File: config.mk
export PLATFORM = sky130hd
export DESIGN_NAME = serial_read_buffer
export DESIGN_NICKNAME = d
export VERILOG_FILES = /design/src/rtl/serial_read_buffer.sv
export SDC_FILE = /design/constraint.sdc
export NUM_CORES = 1
export LEC_CHECK = 0
export ABC_AREA = 1
export CAP_MARGIN = 0
export CORE_MARGIN = 2
export CORE_UTILIZATION = 50
export CTS_CLUSTER_DIAMETER = 100
export DETAILED_ROUTE_END_ITERATION = 7
export PLACE_DENSITY = 0.77
export SYNTH_ARGS = -nofsm -noshare
export SYNTH_HDL_FRONTEND = slang
export SYNTH_SLANG_ARGS = --single-unit
File: constraint.sdc
create_clock -name sys_clk -period 5.32 [get_ports sys_clk]
set_input_delay 0.798 -clock sys_clk [delete_from_list [all_inputs] [get_ports sys_clk]]
set_output_delay 0.798 -clock sys_clk [all_outputs]
set_load 0.005 [all_outputs]
File: src/rtl/serial_read_buffer.sv
// Serial-to-parallel capture buffer: samples data_in on each read_sig strobe,
// MSB-first, and presents the MSB-aligned word on data_out when the transfer ends.
module serial_read_buffer #(
  parameter  int BUF_SIZE = 8,
  localparam int CTR_SIZE = $clog2(BUF_SIZE + 1)
) (
  input  logic                sys_clk,
  input  logic                rst,
  input  logic                start,
  input  logic                read_sig,
  input  logic                data_in,
  input  logic [CTR_SIZE-1:0] read_count,
  output logic [BUF_SIZE-1:0] data_out,
  output logic                done_sig
);

  // S_RESET is the all-zero encoding so zero-initialised flops power up in RESET.
  typedef enum logic [1:0] {
    S_RESET = 2'b00,
    S_IDLE  = 2'b01,
    S_READ  = 2'b10
  } state_t;

  localparam logic [CTR_SIZE-1:0] BUF_BITS = CTR_SIZE'(BUF_SIZE);

  state_t              state_q, state_d;
  logic [BUF_SIZE-1:0] shift_q, shift_d;
  logic [BUF_SIZE-1:0] data_q,  data_d;
  logic [CTR_SIZE-1:0] cnt_q,   cnt_d;
  logic [CTR_SIZE-1:0] len_q,   len_d;
  logic                done_q,  done_d;

  logic [CTR_SIZE-1:0] count_clamped;
  logic [BUF_SIZE-1:0] shift_in;

  assign count_clamped = (read_count > BUF_BITS) ? BUF_BITS : read_count;
  assign shift_in      = (shift_q << 1) | BUF_SIZE'(data_in);

  // NOTE: every signal driven here gets a default first, so no path can infer a latch.
  always_comb begin
    state_d = state_q;
    shift_d = shift_q;
    data_d  = data_q;
    cnt_d   = cnt_q;
    len_d   = len_q;
    done_d  = done_q;

    if (rst) begin
      state_d = S_RESET;
      done_d  = 1'b0;
    end else begin
      case (state_q)
        S_RESET: begin
          shift_d = '0;
          data_d  = '0;
          cnt_d   = '0;
          len_d   = '0;
          done_d  = 1'b1;
          state_d = S_IDLE;
        end
        S_IDLE: begin
          if (start) begin
            shift_d = '0;
            cnt_d   = count_clamped;
            len_d   = count_clamped;
            if (count_clamped == '0) begin
              data_d = '0;
              done_d = 1'b1;
            end else begin
              done_d  = 1'b0;
              state_d = S_READ;
            end
          end
        end
        S_READ: begin
          if (read_sig) begin
            shift_d = shift_in;
            cnt_d   = cnt_q - 1'b1;
            if (cnt_q == CTR_SIZE'(1)) begin
              // Low-aligned capture moved up so the first bit lands in the MSB.
              data_d  = shift_in << (BUF_BITS - len_q);
              done_d  = 1'b1;
              state_d = S_IDLE;
            end
          end
        end
        default: begin
          done_d  = 1'b0;
          state_d = S_RESET;
        end
      endcase
    end
  end

  // NOTE: sequential state uses non-blocking assignments; the synchronous reset
  // is folded into the next-state logic above, so this block has no reset branch.
  always_ff @(posedge sys_clk) begin
    state_q <= state_d;
    shift_q <= shift_d;
    data_q  <= data_d;
    cnt_q   <= cnt_d;
    len_q   <= len_d;
    done_q  <= done_d;
  end

  assign data_out = data_q;
  assign done_sig = done_q;

endmodule

Figure 1. Placement by cell class (run 1).
Drawn at 8 px/um.
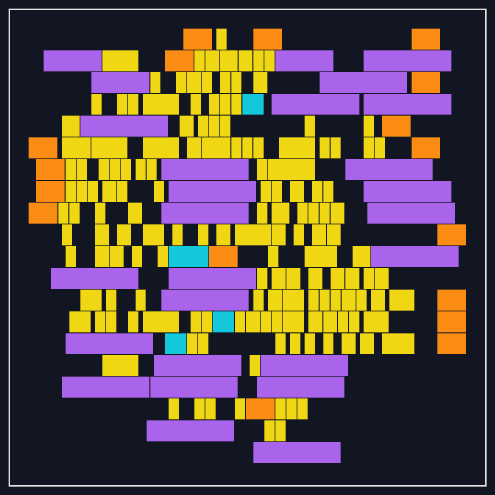
combinational and other logic -> yellow  # cells 151, share of their area 44%
other buffers and delay cells -> orange  # cells 17, share of their area 9.9%
flops -> purple  # cells 26, share of their area 44%
clock drivers and dummy loads -> cyan  # cells 4, share of their area 2.1%

Figure 2. Register map, names as in the netlist (run 1).
Drawn at 6 px/um. Other sequential cells in the stronger grey, the rest of the logic in the fainter grey.
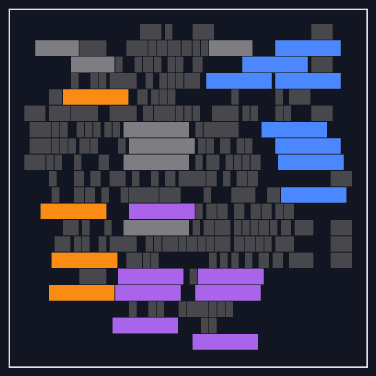
`data_out` -> blue  # flops 8
`cnt_q` -> orange  # flops 4
`shift_q` -> purple  # flops 7, where south
not coloured = 7

==> results_dict.tcl, run 1 <==
# implementation run metrics
set metrics [dict create \
    power-per-cell-area_nw_per_um2 489 \
    syn_area_um2 1530 \
    setup_viol 0 \
    fp-row-count 20 \
    grtUsageMet2 0.352 \
    most_instantiated_cells_after_synthesis "42 x sky130_fd_sc_hd__nand2_1, 34 x sky130_fd_sc_hd__inv_1, 23 x sky130_fd_sc_hd__edfxtp_1" \
    cts.hold.buffers_added 0 \
    first_pass_iters 4 \
    synth_top_cell_by_count "sky130_fd_sc_hd__nand2_1" \
    busiest_layer "met2" \
    detail_route.drc_violations 0 \
    postPlaceCellArea_um2 1720 \
    die_boundary_width_um 59.4 \
    final-hold-violation-count 0 \
    result_of_the_run "finished clean" \
    finalInstanceArea_um2 1750 \
    dpl.hpwl_mm 2.31 \
    fp-utilization 0.515 \
    netlist-cell-type-count 25 \
    grt_util_all_layers 0.185 \
    total_leakage_power_nw 0.822 \
    clk_root_buffer_cell "sky130_fd_sc_hd__clkbuf_4" \
    worstPathCellList "clkdlybuf4s50_1 -> inv_1 -> nand2_1 -> nand2_1 -> inv_1 -> nand3_1 -> inv_1 -> nand2_1 -> nor2_1" \
    overflow 0 \
    ys_seq_elements 26 \
    use_met3 0.0328 \
    critPathMaxStageDelay_ns 0.51 \
    slew_headroom 0.576 \
    tightestPinTransition_ns 0.633 \
    synth_top_area_share 0.450 \
    cts.htree.levels 1 \
    fp.dieArea_um2 3530 \
    drv_slew 0 \
    io_pins 18 \
    worst_path_dominant_cell_family "buffers and inverters" \
    antenna_left 0 \
    stage_log_warnings 30 \
    async_flop_share 0 \
    cpMaxStageDelayCell "sky130_fd_sc_hd__nor2_1" \
    setup.worst_path.start_class "primary input" \
    dominantRegCellSynth "sky130_fd_sc_hd__edfxtp_1" \
    portBuffers 17 \
    peakVddDrop_mv 0.203 \
    final_period_minus_worst_setup_slack_ns 2.65 \
    grt_first_pass_wirelength_mm 4.73 \
    cts_inserted_buffers 3 \
    maxClockFrequency_mhz 378 \
    grt_antenna_before_repair 0 \
    ys_cells 180 \
    cp.buffers_inverters 4 \
]
Figure 3. Drive-strength map (run 1).
Drawn at 6 px/um.
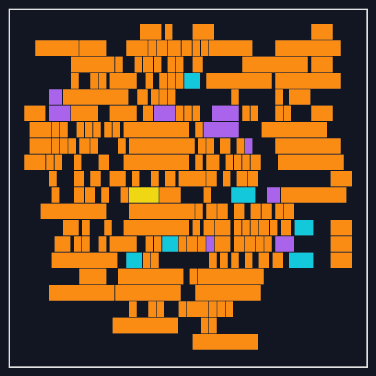
_3 and _4 cells -> cyan  # cells 6, share 3.0%
_6 and larger -> yellow  # cells 1, share 0.51%
_2 cells -> purple  # cells 9, share 4.5%
_0 and _1 cells -> orange  # cells 182, share 92%

-- run 1: layout by cell type (no fill, tap or decap), types with 2 or more instances in the layout --
| cell | count |
|---|---|
| sky130_fd_sc_hd__nand2_1 | 42 |
| sky130_fd_sc_hd__inv_1 | 34 |
| sky130_fd_sc_hd__edfxtp_1 | 23 |
| sky130_fd_sc_hd__nand3_1 | 18 |
| sky130_fd_sc_hd__nor2_1 | 17 |
| sky130_fd_sc_hd__clkdlybuf4s50_1 | 17 |
| sky130_fd_sc_hd__a21oi_1 | 9 |
| sky130_fd_sc_hd__ha_1 | 7 |
| sky130_fd_sc_hd__o21ai_0 | 5 |
| sky130_fd_sc_hd__clkbuf_4 | 3 |
| sky130_fd_sc_hd__dfxtp_1 | 3 |
| sky130_fd_sc_hd__inv_2 | 2 |
| sky130_fd_sc_hd__nand4_1 | 2 |
| sky130_fd_sc_hd__nand3_2 | 2 |
| sky130_fd_sc_hd__o21a_1 | 2 |
| sky130_fd_sc_hd__o211ai_1 | 2 |
-- run 1: final cells by class --
class	count	area, um2
Sequential cell	26	751
Tap cell	33	41.3
Timing Repair Buffer	17	170
Fill cell	272	1220
Inverter	36	135
Multi-Input combinational cell	115	621
Clock buffer	4	36.3
-- run 1: final timing paths --
check,start,end,slack [ns]
setup / recovery,start,data_out[0],2.67
hold / removal,state_q[1],state_q[1],0.52
setup reg to reg,state_q[0],data_out[0],2.68
hold reg to reg,state_q[1],state_q[1],0.52
-- run 1: sequential cells by signal, summed over array words and instances (netlist names) --
name	cells
done_sig	1
len_q	4
cnt_q	4
state_q	2
shift_q	7
data_out	8
-- run 1: cell families (layout without fill, tap and decap cells) --
family / Yosys count / count (layout) / synth area share
and+or+nand+nor: 87 / 87 / 0.261
buffers and inverters: 39 / 57 / 0.106
DFF: 26 / 26 / 0.489
AOI/OAI and AO/OA: 20 / 20 / 0.0758
adders and majority gates: 7 / 7 / 0.0571
xor gates and xnor gates: 1 / 1 / 0.0106
-- run 1: through the flow --
stage / setup WS [ns] / power, mW / std cells / util
4_1_cts: 2.68 / 0.857 / 231 / 0.589
6_report: 2.67 / 0.857 / 231 / 0.589
3_3_place_gp: 2.48 / 0.742 / 227 / 0.577
2_1_floorplan: 3.15 / 0.646 / 180 / -
5_1_grt: 2.42 / 0.924 / 231 / 0.589
3_5_place_dp: 2.31 / 0.762 / 227 / 0.577
-- run 1: per-layer routing --
layer / wire (um) / vias up
met5: 0 / -
met4: 65 / 0
met3: 127 / 6
met2: 1550 / 35
met1: 1170 / 540
li1: - / 613
-- run 1: report_power, final --
| group | switching [mW] | internal, mW |
|---|---|---|
| registers | 0.0410 | 0.309 |
| clock network | 0.0570 | 0.0419 |
| logic | 0.250 | 0.159 |
-- run 1: tightest hold or removal path, delay by kind of cell, from the launching register on --
kind	cells	cell delay [ns]
AOI/OAI and AO/OA	1	0.06
DFF	1	0.37
and+or+nand+nor	1	0.07
## Run 2: what changed since run 1
Settings changed: PLACE_DENSITY 0.77 to 0.79.
Clock period 5.32 ns to 2.2 ns, I/O delays scaled along.
Figure 4. Register map, names as in the netlist (run 2).
Drawn at 6 px/um. Other sequential cells in the stronger grey, the rest of the logic in the fainter grey.
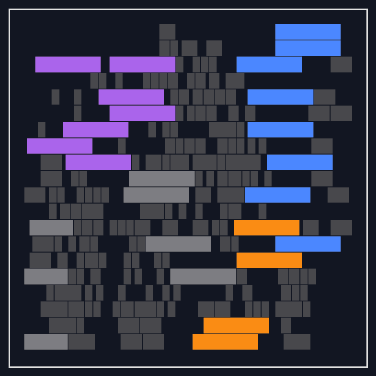
`data_out` -> blue  # flops 8
`shift_q` -> purple  # flops 7
`cnt_q` -> orange  # flops 4
not coloured = 7
area used by sequential logic in the layout: 751 um2
share of the final layout cell area in sequential cells: 0.423
sequential-cell power consumption: 0.827 mW
utilization of the core after routing: 0.596

Figure 5. Placed standard cells (run 2).
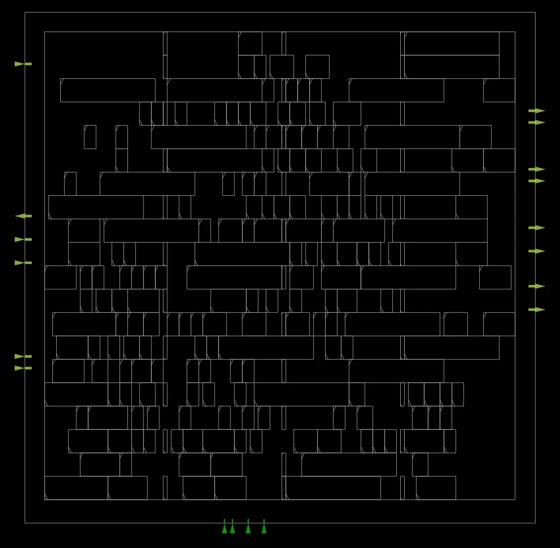
seq_cells: 26
Well Taps: 33
filler cell count: 277
Cell Rows: 20
Floorplan Core Area: 2980 um2

Figure 6. Placement by cell class (run 2).
Drawn at 8 px/um.
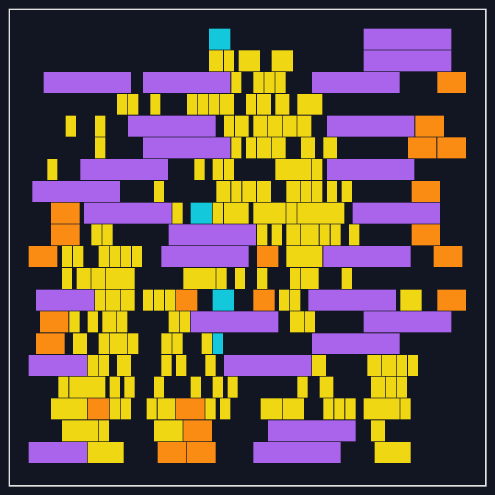
clock drivers and dummy loads -> cyan  # cells 4, share of their area 1.5%
other buffers and delay cells -> orange  # cells 21, share of their area 12%
flops -> purple  # cells 26, share of their area 43%
combinational and other logic -> yellow  # cells 151, share of their area 44%

==> results_dict.tcl, run 2 <==
# implementation run metrics
set metrics [dict create \
    cts_inserted_buffers 3 \
    share_of_total_power_consumed_by_net_switching 0.407 \
    die_boundary_width_um 59.4 \
    combinationalPowerShare 0.499 \
    power_switching_mw 0.842 \
    synth_top_area_share 0.450 \
    lay_top_count "sky130_fd_sc_hd__nand2_1" \
    power-per-cell-area_nw_per_um2 1170 \
    critPathMaxStageDelay_ns 0.40 \
    power_mw 2.07 \
    io_pins 18 \
    portBuffers 17 \
    slew_headroom 0.708 \
    most_instantiated_cells_after_synthesis "42 x sky130_fd_sc_hd__nand2_1, 34 x sky130_fd_sc_hd__inv_1, 23 x sky130_fd_sc_hd__edfxtp_1" \
    placed_cells 231 \
    grt_util_all_layers 0.190 \
    netlist-cell-type-count 25 \
    largest_register_ffs 8 \
    antenna_left 0 \
    final_period_minus_worst_setup_slack_ns 1.78 \
    layout_top_cells "42 x sky130_fd_sc_hd__nand2_1, 34 x sky130_fd_sc_hd__inv_1, 23 x sky130_fd_sc_hd__edfxtp_1, 18 x sky130_fd_sc_hd__nand3_1" \
    r2r_slack_ns 0.42 \
    syn_area_um2 1530 \
    post_layout_nonfiller_instances 235 \
    dpl.hpwl_mm 2.29 \
    result_of_the_run "finished clean" \
    grt_first_pass_wirelength_mm 5.00 \
    fp.dieArea_um2 3530 \
    stage_log_warnings 30 \
    dominantRegCellSynth "sky130_fd_sc_hd__edfxtp_1" \
    internal-power_mw 1.23 \
    drv_slew 0 \
    cts.hold.buffers_added 0 \
    overflow 0 \
    logic_area_um2 621 \
    detail_route.drc_violations 0 \
    timing.hold.worst_endpoint "state_q[1]" \
    critical_path.reg2reg.startpoint "state_q[1]" \
]
run 2: power groups by stage:
stage,clock network [mW],registers (mW),logic (mW)
after floorplan,0,0.831,0.732
after global placement,0,0.833,1.00
after detailed placement,0,0.842,1.03
after CTS,0.216,0.828,1.03
after global routing,0.230,0.849,1.16
final,0.208,0.827,1.03
run 2: per-stage QoR:
| step | area (um2) | setup WS [ns] | hold slack, ns | utilization |
|---|---|---|---|---|
| final | 1770 | 0.418 | 0.522 | 0.596 |
| after global routing | 1770 | 0.233 | 0.552 | 0.596 |
| after CTS | 1770 | 0.440 | 0.527 | 0.596 |
| after detailed placement | 1750 | 0.350 | 0.507 | 0.587 |
| after global placement | 1750 | 0.407 | 0.496 | 0.587 |
| after floorplan | 1530 | 0.181 | 0.399 | - |
run 2: how the worst max path moves through the flow:
stage               startpoint           to  slack, ns  depth (start not counted)
global route        state_q[1]  data_out[2]       0.23                         10
CTS                 state_q[1]  data_out[2]       0.44                         10
finish              state_q[1]  data_out[2]       0.42                         10
floorplan           state_q[0]  data_out[0]       0.18                          9
detailed placement    read_sig  data_out[7]       0.35                         10
global placement         start  data_out[7]       0.41                         10
run 2: logic make-up (layout without fill, tap and decap cells):
group / after synthesis / after routing / synth area share
DFF: 26 / 26 / 0.489
and+or+nand+nor: 87 / 87 / 0.261
xor gates and xnor gates: 1 / 1 / 0.0106
buffers and inverters: 39 / 61 / 0.106
AOI/OAI and AO/OA: 20 / 20 / 0.0758
adders and majority gates: 7 / 7 / 0.0571
run 2: area by class of cell:
type / instances / area share
Inverter: 36 / 0.0762
Timing Repair Buffer: 21 / 0.113
Tap cell: 33 / 0.0233
Clock buffer: 3 / 0.0127
Sequential cell: 26 / 0.423
Multi-Input combinational cell: 115 / 0.350
Clock inverter: 1 / 0.00212
run 2: worst max-delay path: cells and delay by family (launching register included):
| family | cells | cell delay, ns |
|---|---|---|
| flops | 1 | 0.40 |
| fa+ha+maj | 1 | 0.26 |
| buf+inv | 4 | 0.45 |
| simple gates | 5 | 0.41 |
run 2: per-layer routing:
layer	up-vias	track usage	share of wire
met4	0	0.0747	0.016
met2	19	0.330	0.50
met3	6	0.0197	0.025
li1	624	-	-
met1	544	0.240	0.45
met5	-	0	0
No activity file was given, so power comes from the tool's default toggle rates.
